[config.mk]
export PLATFORM = sky130hd
export DESIGN_NAME = pll_reset_sequencer
export DESIGN_NICKNAME = d
export VERILOG_FILES = /design/src/rtl/pll_rst_pkg.sv /design/src/rtl/bit_synchronizer.sv /design/src/rtl/pll_reset_sequencer.sv
export SDC_FILE = /design/constraint.sdc
export NUM_CORES = 1
export LEC_CHECK = 0
export ABC_AREA = 0
export CAP_MARGIN = 20
export CORE_MARGIN = 2
export CORE_UTILIZATION = 57
export DETAILED_ROUTE_END_ITERATION = 8
export GPL_TIMING_DRIVEN = 0
export PLACE_DENSITY_LB_ADDON = 0.12
export SLEW_MARGIN = 20
export SYNTH_ARGS = -nofsm -noshare
export SYNTH_HDL_FRONTEND = slang
export SYNTH_HIERARCHICAL = 1
export SYNTH_SLANG_ARGS = --single-unit
[constraint.sdc]
create_clock -name clock -period 2.7 [get_ports clock]
set_clock_uncertainty 0.15 [all_clocks]
set_input_delay 0.81 -clock clock [delete_from_list [all_inputs] [get_ports clock]]
set_output_delay 0.81 -clock clock [all_outputs]
set_load 0.05 [all_outputs]
[src/rtl/pll_rst_pkg.sv]
// Shared types for the PLL reset sequencer: FSM state encoding and counter sizing.
package pll_rst_pkg;

    typedef enum logic [2:0] {
        WAIT_LOCK = 3'd0,
        STABLE    = 3'd1,
        RELEASE   = 3'd2,
        RUN       = 3'd3,
        SOFT      = 3'd4
    } state_t;

    // Width able to hold max(a, b, c) - 1; never narrower than one bit.
    function automatic int unsigned cnt_width(input int unsigned a, input int unsigned b,
                                              input int unsigned c);
        int unsigned m;
        m = a;
        if (b > m) m = b;
        if (c > m) m = c;
        return (m > 1) ? $clog2(m) : 1;
    endfunction

endpackage

[src/rtl/bit_synchronizer.sv]
// Multi-flop synchronizer for a single asynchronous level, cleared by async active-low reset.
module bit_synchronizer #(
    parameter int unsigned STAGES = 2
) (
    input  logic i_clock,
    input  logic i_reset_n,
    input  logic i_d,
    output logic o_q
);

    logic [STAGES-1:0] r_sync;

    always_ff @(posedge i_clock or negedge i_reset_n) begin
        if (!i_reset_n) begin
            r_sync <= '0;
        end else begin
            r_sync <= {r_sync[STAGES-2:0], i_d};
        end
    end

    assign o_q = r_sync[STAGES-1];

endmodule

[src/rtl/pll_reset_sequencer.sv]
// Two-stage reset release after PLL lock qualification, with core-only soft reset.
// Optional lock-loss event counter enabled by defining PLL_LOCK_LOSS_CNT_EN.
module pll_reset_sequencer
    import pll_rst_pkg::*;
#(
    parameter int unsigned SYNC_STAGES        = 2,
    parameter int unsigned LOCK_STABLE_CYCLES = 4096,
    parameter int unsigned STAGE_GAP          = 16,
    parameter int unsigned SOFT_RST_CYCLES    = 64,
    parameter int unsigned CNT_W              = 8
) (
    input  logic             clock,
    input  logic             reset_n,
    input  logic             pll_locked,
    input  logic             soft_rst_req,
    output logic             sys_rst_n,
    output logic             core_rst_n,
`ifdef PLL_LOCK_LOSS_CNT_EN
    output logic [CNT_W-1:0] lock_loss_count,
`endif
    output logic             ready
);

    localparam int unsigned CW = cnt_width(LOCK_STABLE_CYCLES, STAGE_GAP, SOFT_RST_CYCLES);
    localparam logic [CW-1:0] STABLE_LAST = CW'(LOCK_STABLE_CYCLES - 1);
    localparam logic [CW-1:0] GAP_LAST    = CW'(STAGE_GAP - 1);
    localparam logic [CW-1:0] SOFT_LAST   = CW'(SOFT_RST_CYCLES - 1);

    if (SYNC_STAGES < 2) begin : g_bad_sync
        $error("SYNC_STAGES must be at least 2");
    end
    if (CNT_W < 1) begin : g_bad_cnt_w
        $error("CNT_W must be at least 1");
    end

    logic          w_lock_s;
    state_t        r_state;
    state_t        w_state_d;
    logic [CW-1:0] r_cnt;
    logic [CW-1:0] w_cnt_d;
    logic          r_sys;
    logic          r_core;
    logic          r_ready;
    logic          w_sys_d;
    logic          w_core_d;
    logic          w_ready_d;

    bit_synchronizer #(
        .STAGES (SYNC_STAGES)
    ) u_lock_sync (
        .i_clock   (clock),
        .i_reset_n (reset_n),
        .i_d       (pll_locked),
        .o_q       (w_lock_s)
    );

    always_ff @(posedge clock or negedge reset_n) begin
        if (!reset_n) begin
            r_state <= WAIT_LOCK;
            r_cnt   <= '0;
            r_sys   <= 1'b0;
            r_core  <= 1'b0;
            r_ready <= 1'b0;
        end else begin
            r_state <= w_state_d;
            r_cnt   <= w_cnt_d;
            r_sys   <= w_sys_d;
            r_core  <= w_core_d;
            r_ready <= w_ready_d;
        end
    end

    always_comb begin
        w_state_d = r_state;
        w_cnt_d   = r_cnt;
        // Lock loss overrides every other transition, including a same-edge soft request.
        if ((r_state != WAIT_LOCK) && !w_lock_s) begin
            w_state_d = WAIT_LOCK;
        end else begin
            unique case (r_state)
                WAIT_LOCK: begin
                    if (w_lock_s) begin
                        w_state_d = STABLE;
                        w_cnt_d   = '0;
                    end
                end
                STABLE: begin
                    if (r_cnt == STABLE_LAST) begin
                        w_state_d = RELEASE;
                        w_cnt_d   = '0;
                    end else begin
                        w_cnt_d = r_cnt + CW'(1);
                    end
                end
                RELEASE: begin
                    if (r_cnt == GAP_LAST) begin
                        w_state_d = RUN;
                    end else begin
                        w_cnt_d = r_cnt + CW'(1);
                    end
                end
                RUN: begin
                    if (soft_rst_req) begin
                        w_state_d = SOFT;
                        w_cnt_d   = '0;
                    end
                end
                SOFT: begin
                    if (r_cnt == SOFT_LAST) begin
                        w_state_d = RUN;
                    end else begin
                        w_cnt_d = r_cnt + CW'(1);
                    end
                end
                default: begin
                    w_state_d = WAIT_LOCK;
                    w_cnt_d   = '0;
                end
            endcase
        end
    end

    // Outputs are decoded from the next state so they register on the same edge as the state.
    always_comb begin
        w_sys_d   = (w_state_d == RELEASE) || (w_state_d == RUN) || (w_state_d == SOFT);
        w_core_d  = (w_state_d == RUN);
        w_ready_d = (w_state_d == RUN);
    end

    assign sys_rst_n  = r_sys;
    assign core_rst_n = r_core;
    assign ready      = r_ready;

`ifdef PLL_LOCK_LOSS_CNT_EN
    logic             w_loss;
    logic [CNT_W-1:0] r_loss_cnt;

    assign w_loss = (r_state != WAIT_LOCK) && !w_lock_s;

    always_ff @(posedge clock or negedge reset_n) begin
        if (!reset_n) begin
            r_loss_cnt <= '0;
        end else if (w_loss && (r_loss_cnt != {CNT_W{1'b1}})) begin
            r_loss_cnt <= r_loss_cnt + CNT_W'(1);
        end
    end

    assign lock_loss_count = r_loss_cnt;
`endif

endmodule

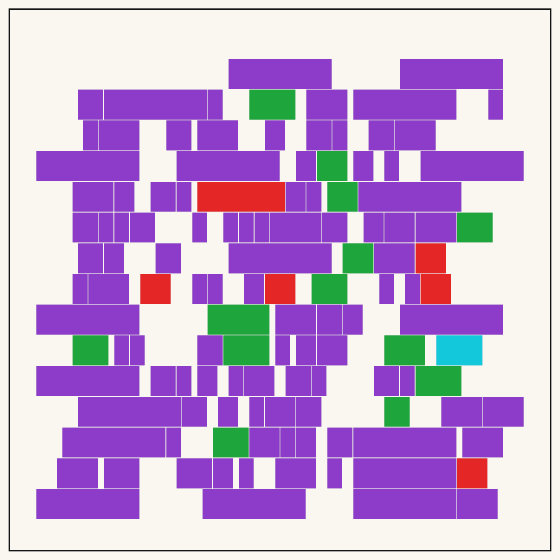
(images/sizes.png)
Purple marks _0 and _1 cells, cells 104, share 84%, most used dfrtp_1. Green marks _2 cells, cells 13, share 10%, most used and3_2. Red marks _3 and _4 cells, cells 6, share 4.8%, most used clkbuf_4. Cyan marks _6 and larger, cells 1, share 0.81%, most used buf_6.

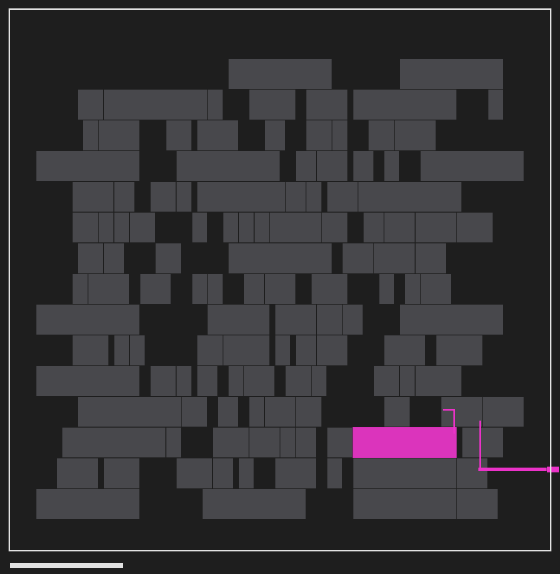
(images/io_fan.png)
The bar under the picture is 10 um long.
Magenta marks `sys_rst_n`, direction output, edge right, end cells 1, buffers 1, wire 13.0 um.

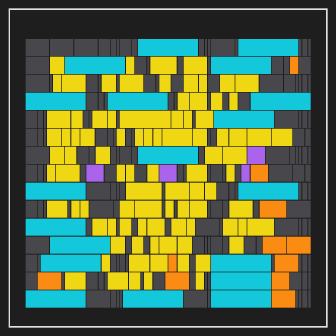
(images/placement_by_type.png)
Fill, decap, tap and diode cells in grey.
Cyan marks flops, cells 19. Orange marks other buffers and delay cells, cells 11. Purple marks clock drivers and dummy loads, cells 4. Yellow marks combinational and other logic, cells 90.

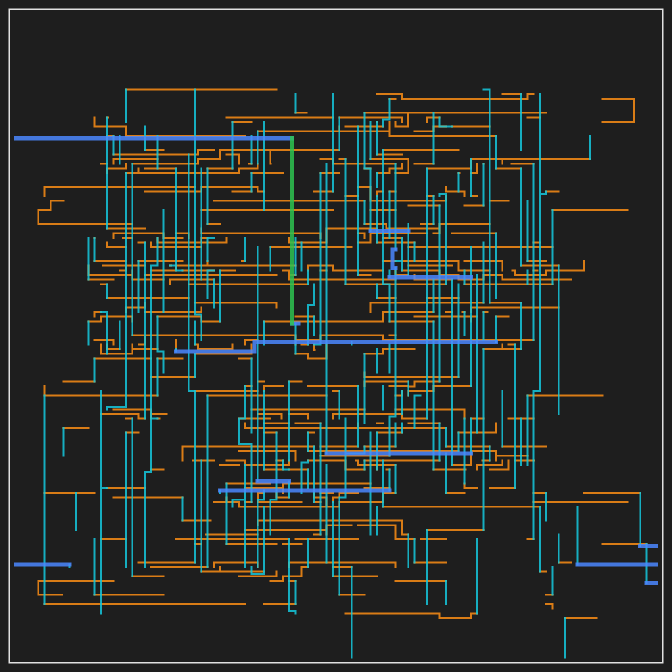
(images/wires.png)
Green marks metal 4, wire length 13.6 um. Blue marks metal 3, wire length 92.0 um. Orange marks metal 1, wire length 1090 um. Cyan marks metal 2, wire length 969 um.
Vias: 902
Wirelength per Cell: 14.53 um

path summary, 6_finish.rpt:
| path | startpoint | end | slack [ps] | cells past startpoint |
|---|---|---|---|---|
| worst min-delay path | u_lock_sync/r_sync[0]$_DFF_PN0_ | u_lock_sync/r_sync[1]$_DFF_PN0_ | 220 | 0 |
| min in group asynchronous | reset_n | r_state[0]$_DFF_PN0_ | 840 | 1 |
| worst min register to register | u_lock_sync/r_sync[0]$_DFF_PN0_ | u_lock_sync/r_sync[1]$_DFF_PN0_ | 220 | 0 |
| worst max-delay path | ready$_DFF_PN0_ | ready | 210 | 2 |
| max in group asynchronous | reset_n | r_cnt[8]$_DFFE_PN0P_ | 1030 | 1 |
| worst max register to register | r_cnt[0]$_DFFE_PN0P_ | r_cnt[10]$_DFFE_PN0P_ | 280 | 7 |
==> impl_metrics.json <==
{
  "ff_count": 19,
  "comb_area_share_pct": 47.06,
  "num-clock-buffers": 4,
  "postCtsSetupBuffers": 0,
  "design_area_um2": 1212,
  "core-area_um2": 1764,
  "critical_path_required_ps": 1740,
  "ir_worst_vdd_uv": 369.8,
  "grt_busiest_layer": "met1",
  "numCtsBuffers": 3,
  "combPwrFrac_pct": 17.3,
  "hp-class": "register to register",
  "vias_per_cell": 6.054,
  "met2WireLength_um": 968,
  "setup_ws_ps": 214.4,
  "layout-drive-gt1-share_pct": 16.13,
  "adder_share_pct": 1.143,
  "syn_inst": 114,
  "rows": 15,
  "hold_buffers": 0,
  "die_w_um": 47.83,
  "synth-edff-count": 0,
  "taps": 25,
  "drc": 0,
  "detail_route.first_pass.iterations": 4,
  "clock-sinks": 19,
  "top_area_cell": "dfrtp_1",
  "status": "finished, final reports clean",
  "clkTransAtPathRegs_ps": 110,
  "finalHoldViolCount": 0,
  "cp_max_fo": 2,
  "cts_tree": "done",
  "top_cells_by_count": "dfrtp_1, nor2_1, a221o_1, and3_1, nand3_1",
  "use_met1_pct": 32.46,
  "yosys_warnings": 6,
  "crit_chain": "buf_4, clkdlybuf4s50_1",
  "endpoint_kind": "primary output",
  "grt_max_degree": 20,
  "synthTopLogicFamily": "simple AND/OR/NAND/NOR gates",
  "cp_top_family": "buffers and inverters",
  "mostFrequentLayoutCells": "dfrtp_1, nor2_1, nand3_1, and3_1, a221o_1",
  "ys_types": 35,
  "synth-seq-cells": 19,
  "syn_to_final_growth_pct": 10.74,
  "grtUsageTotal_pct": 22.12,
  "finalPower_uw": 609.5,
  "buf_share_pct": 7.740,
  "placed_area_um2": 1186,
  "clock_power_uw": 144,
  "pwr-share-clk_pct": 23.6,
  "tightest_slew_ps": 860.9,
  "async_reset_ff_share_pct": 100.0,
  "top_register": "r_cnt",
  "p_int_uw": 425.0,
  "switchingPower_uw": 184.5,
  "fmax_ghz": 0.4023,
  "p_seq_share_pct": 59.1,
  "crit_type": "register to primary output",
  "n_antenna_cell": 0,
  "post_cts_resized": 0,
  "clk-insertion-delay-late_ps": 290,
  "synthMostInstantiatedCell": "dfrtp_1",
  "cpPeakStageDelay_ps": 780,
  "ys_area_um2": 1095,
  "top_layer": "met4",
  "yosys_cells": 114
}
Power is estimated from default activity; no workload was simulated.
